$ cat config.mk
export PLATFORM = sky130hd
export DESIGN_NAME = raster_focal_stream_flat
export DESIGN_NICKNAME = d
export VERILOG_FILES = /design/src/rtl/raster_focal_stream_if.sv /design/src/rtl/raster_focal_stream.sv /design/src/flat_wrapper.sv
export SDC_FILE = /design/constraint.sdc
export NUM_CORES = 1
export LEC_CHECK = 0
export ABC_AREA = 1
export CAP_MARGIN = 40
export CELL_PAD_IN_SITES_DETAIL_PLACEMENT = 0
export CELL_PAD_IN_SITES_GLOBAL_PLACEMENT = 1
export CORE_UTILIZATION = 30
export DETAILED_ROUTE_END_ITERATION = 10
export GPL_TIMING_DRIVEN = 0
export PLACE_DENSITY = 0.57
export SYNTH_ARGS = -nofsm -noshare
export SYNTH_HDL_FRONTEND = slang
export SYNTH_SLANG_ARGS = --single-unit
$ cat constraint.sdc
create_clock -name clk -period 3.3 [get_ports clk]
set_input_delay 0.66 -clock clk [delete_from_list [all_inputs] [get_ports clk]]
set_output_delay 0.66 -clock clk [all_outputs]
set_load 0.02 [all_outputs]
$ cat src/rtl/raster_focal_stream_if.sv
// Handshake bundle for the streaming 2x2 focal operator: pixel input side,
// result output side and the frame reduction-mode select.
interface raster_focal_stream_if #(
  parameter int PIX_W = 4
);
  logic [1:0]       mode;
  logic             in_valid;
  logic             in_ready;
  logic [PIX_W-1:0] in_pixel;
  logic             out_valid;
  logic             out_ready;
  logic [PIX_W+1:0] out_data;
  logic             out_last;

  modport master (
    output mode, in_valid, in_pixel, out_ready,
    input  in_ready, out_valid, out_data, out_last
  );

  modport slave (
    input  mode, in_valid, in_pixel, out_ready,
    output in_ready, out_valid, out_data, out_last
  );
endinterface

$ cat src/rtl/raster_focal_stream.sv
// Streaming 2x2 focal-window reducer (mean/sum/min/max) over a row-major raster,
// using an IMG_W+1 deep delay line and a single registered output stage.
module raster_focal_stream #(
  parameter int PIX_W = 4,
  parameter int IMG_W = 8,
  parameter int IMG_H = 8
) (
  input logic                   clk,
  input logic                   rst_n,
  raster_focal_stream_if.slave  bus
);

  localparam int CW = (IMG_W > 2) ? $clog2(IMG_W) : 1;
  localparam int RW = (IMG_H > 2) ? $clog2(IMG_H) : 1;
  localparam int OW = PIX_W + 2;

  // Window reduction, widened to OW bits so the sum of four pixels never overflows.
  function automatic logic [OW-1:0] focal_reduce(
    input logic [PIX_W-1:0] p,
    input logic [PIX_W-1:0] l,
    input logic [PIX_W-1:0] u,
    input logic [PIX_W-1:0] ul,
    input logic [1:0]       m
  );
    logic [OW-1:0]    sum;
    logic [PIX_W-1:0] mn_a, mn_b, mx_a, mx_b, mn, mx;
    sum  = {2'b00, p} + {2'b00, l} + {2'b00, u} + {2'b00, ul};
    mn_a = (p < l) ? p : l;
    mn_b = (u < ul) ? u : ul;
    mx_a = (p > l) ? p : l;
    mx_b = (u > ul) ? u : ul;
    mn   = (mn_a < mn_b) ? mn_a : mn_b;
    mx   = (mx_a > mx_b) ? mx_a : mx_b;
    case (m)
      2'b00:   focal_reduce = {2'b00, sum[OW-1:2]};
      2'b01:   focal_reduce = sum;
      2'b10:   focal_reduce = {2'b00, mn};
      2'b11:   focal_reduce = {2'b00, mx};
      default: focal_reduce = {OW{1'b0}};
    endcase
  endfunction

  logic [CW-1:0]    col_r;
  logic [RW-1:0]    row_r;
  logic [1:0]       mode_r;
  logic [PIX_W-1:0] dly_r [0:IMG_W];
  logic             out_valid_r;
  logic [OW-1:0]    out_data_r;
  logic             out_last_r;

  logic             in_ready_s;
  logic             accept_s;
  logic             col_end_s;
  logic             row_end_s;
  logic             frame_start_s;
  logic             emit_s;
  logic [OW-1:0]    result_s;

  assign in_ready_s    = !out_valid_r || bus.out_ready;
  assign bus.in_ready  = in_ready_s;
  assign bus.out_valid = out_valid_r;
  assign bus.out_data  = out_data_r;
  assign bus.out_last  = out_last_r;

  // Accept/emit qualification and the window result for the pixel on the bus.
  always_comb begin
    accept_s      = bus.in_valid && in_ready_s;
    col_end_s     = (col_r == CW'(IMG_W - 1));
    row_end_s     = (row_r == RW'(IMG_H - 1));
    frame_start_s = (col_r == {CW{1'b0}}) && (row_r == {RW{1'b0}});
    emit_s        = accept_s && (col_r != {CW{1'b0}}) && (row_r != {RW{1'b0}});
    result_s      = focal_reduce(bus.in_pixel, dly_r[0], dly_r[IMG_W-1], dly_r[IMG_W], mode_r);
  end

  // Raster position, frame mode latch and delay line; all advance only on accept.
  always_ff @(posedge clk) begin
    if (!rst_n) begin
      col_r  <= {CW{1'b0}};
      row_r  <= {RW{1'b0}};
      mode_r <= 2'b00;
      for (int i = 0; i <= IMG_W; i++) begin
        dly_r[i] <= {PIX_W{1'b0}};
      end
    end else if (accept_s) begin
      dly_r[0] <= bus.in_pixel;
      for (int i = 1; i <= IMG_W; i++) begin
        dly_r[i] <= dly_r[i-1];
      end
      if (frame_start_s) begin
        mode_r <= bus.mode;
      end
      if (col_end_s) begin
        col_r <= {CW{1'b0}};
        row_r <= row_end_s ? {RW{1'b0}} : row_r + RW'(1);
      end else begin
        col_r <= col_r + CW'(1);
      end
    end
  end

  // Single output stage: a new result overwrites on the same edge as a handshake.
  always_ff @(posedge clk) begin
    if (!rst_n) begin
      out_valid_r <= 1'b0;
      out_data_r  <= {OW{1'b0}};
      out_last_r  <= 1'b0;
    end else if (emit_s) begin
      out_valid_r <= 1'b1;
      out_data_r  <= result_s;
      out_last_r  <= col_end_s && row_end_s;
    end else if (out_valid_r && bus.out_ready) begin
      out_valid_r <= 1'b0;
    end
  end

endmodule

$ cat src/flat_wrapper.sv
// flat-port wrapper written by rule: the top's interface ports become plain ports
module raster_focal_stream_flat 
#(
  parameter int PIX_W = 4,
  parameter int IMG_W = 8,
  parameter int IMG_H = 8
)
  (clk, rst_n, bus_mode, bus_in_valid, bus_in_pixel, bus_out_ready, bus_in_ready, bus_out_valid, bus_out_data, bus_out_last);
  raster_focal_stream_if #(.PIX_W(PIX_W)) bus_i ();
  input logic clk;
  input logic rst_n;
  input wire logic [$bits(bus_i.mode)-1:0] bus_mode;
  input wire logic [$bits(bus_i.in_valid)-1:0] bus_in_valid;
  input wire logic [$bits(bus_i.in_pixel)-1:0] bus_in_pixel;
  input wire logic [$bits(bus_i.out_ready)-1:0] bus_out_ready;
  output wire logic [$bits(bus_i.in_ready)-1:0] bus_in_ready;
  output wire logic [$bits(bus_i.out_valid)-1:0] bus_out_valid;
  output wire logic [$bits(bus_i.out_data)-1:0] bus_out_data;
  output wire logic [$bits(bus_i.out_last)-1:0] bus_out_last;
  assign bus_i.mode = bus_mode;
  assign bus_i.in_valid = bus_in_valid;
  assign bus_i.in_pixel = bus_in_pixel;
  assign bus_i.out_ready = bus_out_ready;
  assign bus_in_ready = bus_i.in_ready;
  assign bus_out_valid = bus_i.out_valid;
  assign bus_out_data = bus_i.out_data;
  assign bus_out_last = bus_i.out_last;
  raster_focal_stream #(.PIX_W(PIX_W), .IMG_W(IMG_W), .IMG_H(IMG_H)) u_core (.clk(clk), .rst_n(rst_n), .bus(bus_i));
endmodule
**Clock routing**

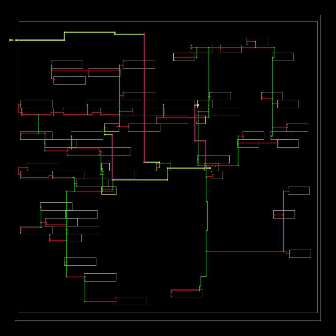
clock buffer count: 5
worst clock skew: 0.0139 ns
TritonCTS buffer count: 5
TritonCTS Sinks: 52
Clk. pwr: 0.406 mW

**The metal 2 layer**

Bar = 20 um.
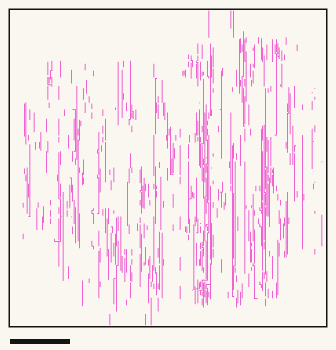
main direction: vertical
share of all routed wire: 46%
wire length on this layer: 3090 um
nets with wire on the layer: 348

==> flow_metrics.py <==
# Metrics from the implementation run
metrics = {
    "drt": {
        "vias_per_cell": 4.30,
    },
    "job": {
        "warning_count": 34,
    },
    "worst_setup_path": {
        "cp_top_family": "adder cells",
        "rr_worst_depth": 13,
        "start_kind": "input pin",
        "r2r-end": "u_core.bus.out_data[3]",
        "cp.required_ns": 3.50,
        "end_kind": "register",
    },
    "logic_synthesis": {
        "ys_sh_adder_pct": 15.8,
        "yosys.stat.seqShare_pct": 43.5,
        "yosys-top-cells-area": "edfxtp_1 (34%), ha_1 (12%), dfxtp_1 (10%), inv_1 (9.6%), nand2_1 (6.8%)",
        "netlist.area_leader.share_pct": 33.6,
        "postSynthAreaPerCell_um2": 8.49,
        "edf_count": 36,
    },
    "timing": {
        "rsz0062_at_grt": "false",
    },
    "pwr": {
        "vdd_drop_max_v": 0.000193,
    },
    "min_path": {
        "holdPathStages": 2,
        "hold_end": "u_core.bus.out_data[5]",
    },
    "layout": {
        "nNetsFinal": 452,
        "drive_gt1_share_pct": 10.6,
        "final_core_util_pct": 36.1,
    },
    "floorplan": {
        "fp-utilization_pct": 31.0,
    },
    "placement": {
        "post_dp_cell_area_mm2": 0.00358,
    },
    "clock_network": {
        "cts-root-buf": "clkbuf_8",
    },
    "grt": {
        "antenna_found_initial": 0,
    },
    "run_status": {
        "status": "finished, final reports clean",
    },
}
**Metal layers overlaid**

Bar = 20 um. Two of the layers only.
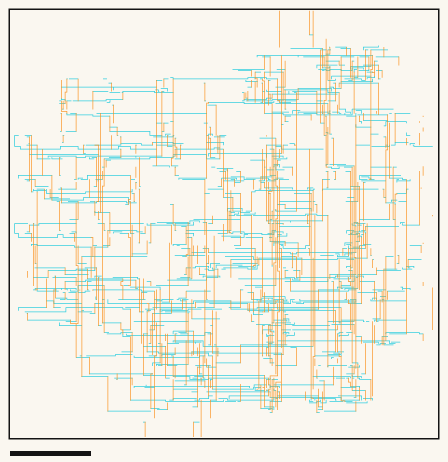
| color | layer | wire length |
|---|---|---|
| cyan | M1 | 3280 um |
| orange | M2 | 3090 um |
mean routed wirelength per cell: 12.3 um
Total GRT Usage: 13.0%
DR vias: 2333

-- state kept, by name, indices dropped and copies added, names as in the netlist --
signal and count:
u_core.bus.out_last 1, u_core.dly_r 36, u_core.mode_r 2, u_core.bus.out_data 6, u_core.row_r 3, u_core.bus.out_valid 1, u_core.col_r 3
-- worst max-delay path by stage --
stage	slack (ns)	to	cells past startpoint	from
after floorplan	0.24	u_core.bus.out_data[3]	13	bus_in_pixel[0]
after global placement	-0.54	u_core.bus.out_data[3]	14	bus_in_pixel[0]
after detailed placement	-0.58	u_core.bus.out_data[3]	14	bus_in_pixel[0]
after CTS	0.02	u_core.bus.out_data[0]	21	bus_in_pixel[3]
after global routing	0.01	u_core.bus.out_data[2]	15	bus_in_pixel[1]
final	0.17	u_core.bus.out_data[3]	14	bus_in_pixel[0]
-- area by class of cell --
cell class | count | share of cell area, %
multi-input cells | 235 | 40.7
flip-flops and latches | 52 | 37.4
inverters | 88 | 8.86
repair buffers | 19 | 5.25
well taps | 136 | 4.55
clock buffers | 5 | 1.84
clock inverters | 3 | 0.735
plain buffers | 4 | 0.602
-- logic make-up (layout without fill, tap and decap cells) --
logic type               Yosys count  in the layout
AND/OR/NAND/NOR                  140            140
adder cells (fa/ha/maj)           37             37
XOR/XNOR                           4              4
AND-OR/OR-AND                     54             54
buffers and inverters             92            119
flip-flops                        52             52
-- worst register-to-register path: stages (launching register included) --
cell and delay (ns):
edfxtp_1 0.43, ha_2 0.22, fa_1 0.48, inv_1 0.05, fa_1 0.47, inv_1 0.04
ha_2 0.19, fa_2 0.37, nand2_1 0.08, nand2_1 0.06, a21oi_2 0.19, nor2_1 0.06
o21ai_1 0.14, a21oi_1 0.08
-- timing repair --
item                       CTS  global route
resized                     11             5
pin swaps                    3             2
buffers inserted             1             0
setup endpoints to repair    5             4
-- placed cells by master, fill, tap and decap left out, types with 2 or more instances in the layout --
cell type,n
dlygate4sd2_1,3
nand3_1,19
nand2_4,5
dfxtp_1,16
inv_1,82
edfxtp_1,36
a21oi_2,2
o21ai_0,13
o21ai_2,2
a211oi_1,2
nor2_1,48
nand2_1,56
inv_2,2
o21ai_1,13
clkbuf_1,3
o211ai_1,2
ha_1,26
a21oi_1,16
xor2_2,2
clkinv_1,3
fa_1,5
clkbuf_8,5
nand2_2,9
ha_2,4
clkdlybuf4s50_1,13
-- through the flow --
step | total power [mW] | hold WS (ns) | setup TNS (ns) | instances
2_1_floorplan | 1.11 | 0.447 | 0 | 379
3_3_place_gp | 1.23 | 0.455 | -2.68 | 532
3_5_place_dp | 1.24 | 0.457 | -2.77 | 533
4_1_cts | 1.66 | 0.475 | 0 | 542
5_1_grt | 1.77 | 0.493 | 0 | 542
6_report | 1.65 | 0.472 | 0 | 542
-- report_power, final --
part / internal [mW] / switching (mW)
registers: 0.731 / 0.0191
clock network: 0.157 / 0.249
logic: 0.180 / 0.313
-- per-layer routing --
layer  part of all wire [%]  vias to the layer above  GRT usage [%]
met4                    1.9                        0           4.56
met5                      0                        -              0
li1                       -                     1247              -
met2                     46                       27           21.6
met1                     49                     1051           17.0
met3                    2.4                        8           2.35
Power and IR drop assume default switching activity.
